==> src/rtl/fft_bfly_last_pipe.sv <==
// Last-stage radix-2 FFT butterfly: two register stages (butterfly, then scale/saturate/reorder)
// with valid/ready handshakes on both sides and a sticky saturation flag.
module fft_bfly_last_pipe #(
  parameter int DW = 16,
  parameter int N  = 16
) (
  input  logic              clk,
  input  logic              rst_n,
  input  logic              in_valid,
  output logic              in_ready,
  input  logic [N*2*DW-1:0] in_data,
  input  logic              scale,
  input  logic              bitrev_en,
  output logic              out_valid,
  input  logic              out_ready,
  output logic [N*2*DW-1:0] out_data,
  output logic              ovf_flag,
  input  logic              ovf_clr
);

  localparam int LOG2N = $clog2(N);
  localparam int CW    = 2 * DW;

  typedef logic signed [DW:0] ext_t;

  // Sign-extended components of each input sample
  ext_t in_re [N];
  ext_t in_im [N];

  for (genvar k = 0; k < N; k++) begin : g_unpack
    assign in_re[k] = {in_data[k*CW+CW-1], in_data[k*CW+DW +: DW]};
    assign in_im[k] = {in_data[k*CW+DW-1], in_data[k*CW +: DW]};
  end

  // Handshake: a stage loads when it is empty or when its content moves on
  logic a_valid;
  logic b_valid;
  logic b_load;
  logic a_moves;
  logic a_load;
  logic in_fire;

  assign b_load    = !b_valid || out_ready;
  assign a_moves   = a_valid && b_load;
  assign a_load    = !a_valid || a_moves;
  assign in_ready  = a_load;
  assign in_fire   = in_valid && a_load;
  assign out_valid = b_valid;

  // Stage A: butterfly results r[2j]=sum, r[2j+1]=difference, one bit of growth
  ext_t a_re [N];
  ext_t a_im [N];
  logic a_scale;
  logic a_bitrev;

  // NOTE: sequential state uses non-blocking assignments so every register samples pre-edge values.
  always_ff @(posedge clk or negedge rst_n) begin
    if (!rst_n) begin
      a_valid <= 1'b0;
    end else if (a_load) begin
      a_valid <= in_valid;
    end
  end

  // NOTE: the wide datapath registers carry no reset; a_valid qualifies their content.
  always_ff @(posedge clk) begin
    if (in_fire) begin
      a_scale  <= scale;
      a_bitrev <= bitrev_en;
      for (int j = 0; j < N/2; j++) begin
        a_re[2*j]   <= in_re[2*j] + in_re[2*j+1];
        a_re[2*j+1] <= in_re[2*j] - in_re[2*j+1];
        a_im[2*j]   <= in_im[2*j] + in_im[2*j+1];
        a_im[2*j+1] <= in_im[2*j] - in_im[2*j+1];
      end
    end
  end

  // Returns {clamped, result}: halve with floor, or saturate to DW bits
  function automatic logic [DW:0] scale_sat(input ext_t v, input logic halve);
    logic [DW:0] r;
    if (halve) begin
      r = {1'b0, v[DW:1]};
    end else if (v[DW] != v[DW-1]) begin
      r = {1'b1, v[DW], {(DW-1){~v[DW]}}};
    end else begin
      r = {1'b0, v[DW-1:0]};
    end
    return r;
  endfunction

  function automatic logic [LOG2N-1:0] bit_rev(input logic [LOG2N-1:0] v);
    logic [LOG2N-1:0] r;
    for (int b = 0; b < LOG2N; b++) begin
      r[b] = v[LOG2N-1-b];
    end
    return r;
  endfunction

  // Stage B input: scaled/saturated results placed at their output slot
  logic [N*CW-1:0] b_next;
  logic            frame_ovf;

  // NOTE: every combinational output gets a default first so no latch is inferred.
  always_comb begin
    b_next    = '0;
    frame_ovf = 1'b0;
    for (int i = 0; i < N; i++) begin
      logic [DW:0]      re_q;
      logic [DW:0]      im_q;
      logic [LOG2N-1:0] dst;
      re_q      = scale_sat(a_re[i], a_scale);
      im_q      = scale_sat(a_im[i], a_scale);
      frame_ovf = frame_ovf | re_q[DW] | im_q[DW];
      dst       = a_bitrev ? bit_rev(LOG2N'(i)) : LOG2N'(i);
      b_next[dst*CW +: CW] = {re_q[DW-1:0], im_q[DW-1:0]};
    end
  end

  // Stage B register plus overflow flag; the set lands one cycle after the load
  logic ovf_pend;

  always_ff @(posedge clk or negedge rst_n) begin
    if (!rst_n) begin
      b_valid  <= 1'b0;
      out_data <= '0;
      ovf_pend <= 1'b0;
      ovf_flag <= 1'b0;
    end else begin
      if (b_load) begin
        b_valid <= a_valid;
        if (a_valid) begin
          out_data <= b_next;
        end
      end
      ovf_pend <= a_moves && frame_ovf;
      if (ovf_pend) begin
        ovf_flag <= 1'b1;
      end else if (ovf_clr) begin
        ovf_flag <= 1'b0;
      end
    end
  end

endmodule

==> config.mk <==
export PLATFORM = sky130hd
export DESIGN_NAME = fft_bfly_last_pipe
export DESIGN_NICKNAME = d
export VERILOG_FILES = /design/src/rtl/fft_bfly_last_pipe.sv
export SDC_FILE = /design/constraint.sdc
export NUM_CORES = 2
export LEC_CHECK = 0
export CAP_MARGIN = 20
export CORE_AREA = 2 2 398 400
export CTS_CLUSTER_SIZE = 24
export DETAILED_ROUTE_END_ITERATION = 12
export DIE_AREA = 0 0 400 402
export PLACE_DENSITY = 0.76
export SLEW_MARGIN = 0
export SYNTH_ARGS = -nofsm -noshare
export SYNTH_HDL_FRONTEND = slang
export SYNTH_SLANG_ARGS = --single-unit
==> constraint.sdc <==
create_clock -name clk -period 19.2 [get_ports clk]
set_clock_uncertainty 0.15 [all_clocks]
set_input_delay 2.88 -clock clk [delete_from_list [all_inputs] [get_ports clk]]
set_output_delay 2.88 -clock clk [all_outputs]
set_load 0.005 [all_outputs]
==> ds_physical_params.txt <==
Table: implementation figures

Parameter                              Value

Run status
  Result of the run .................. finished, final reports clean

Global routing
  Fraction of met1 tracks used by global routing .................. 41.4%

Logic synthesis
  Post-synth EDFFs .................. ~530
  Synthesized-area fraction occupied by and/or/nand/nor cells .................. roughly 13%
  Syn_area_per_cell .................. slightly below 9 um^2
  Post-Syn Instances .................. just under 8k
  Synth Area in Adders .................. about 10%
  Ao+oa area frac .................. 19.6%
  Share of flip-flops with an asynchronous set or reset after synthesis .................. 49.3%
  Tally of unique sky130hd cells used after synthesis .................. about 84

Power
  Power group with the highest consumption .................. registers
  Leak .................. 0.0357 uW

CTS
  Clock Root Buffer .................. clkbuf_16
  Number of setup buffers added after CTS .................. 0

Setup path
  WP data required .................. about 16 ns
  Stage delay of the slowest cell on the critical path .................. 0.54 ns
  WP buf/inv .................. 2

Layout
  Largest registers .................. out_data: 512 flops, a_im: 264 flops, a_re: 264 flops
  Layout overhead on the synthesized area .................. 22.4%
  Largest register by flop count .................. out_data

STA
  Final setup slack of the worst path .................. 12.06 ns
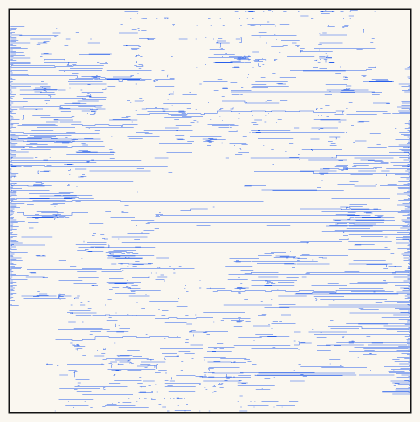
**Above:** the metal 3 layer.
(1 px per um)
main direction: horizontal
longest straight run: 236 um
share of all routed wire: 7.9%
nets with wire on the layer: 1179
wire length on this layer: 20.7 mm

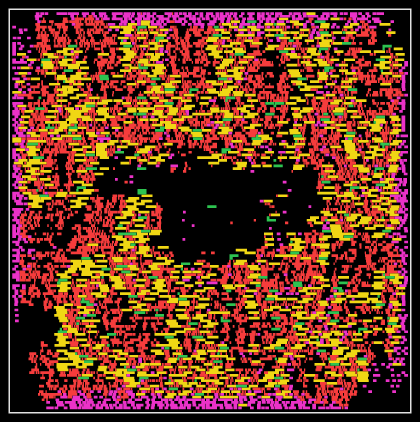
**Above:** placed cells, one color a class.
(1 px per um)
[yellow] sequential cells | cells: 1046 | share of their area: 35%
[magenta] remaining buffers and delay cells | cells: 1102 | share of their area: 13%
[red] combinational and other logic | cells: 6372 | share of their area: 47%
[green] clock drivers and dummy loads | cells: 220 | share of their area: 4.7%
sequential fraction of total cell area: 33.6%
area of the core region: 0.157 mm^2

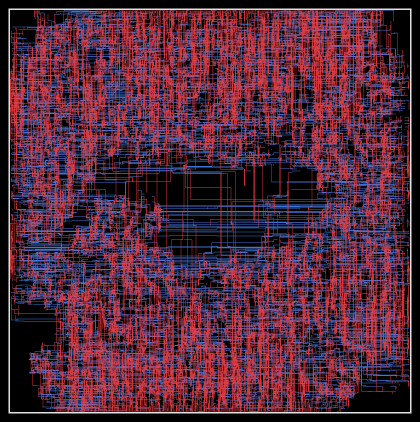
**Above:** metal layers overlaid.
(1 px per um) Only two layers are drawn.
[red] metal 2 | wire length: 118 mm
[blue] metal 1 | wire length: 109 mm

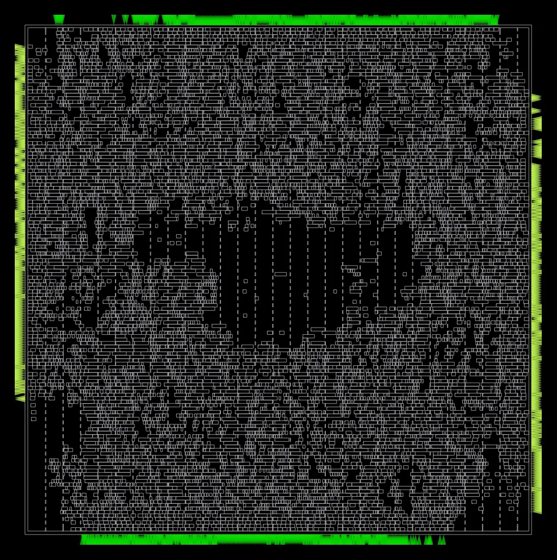
**Above:** placed standard cells.
seq_cells: 1046
number of rows in the core area: 146
final instance count without filler cells: 10.8k
count of inserted tapcells: 2072
number of fill cells in the layout: 14.0k

No activity file was given, so power comes from the tool's default toggle rates.
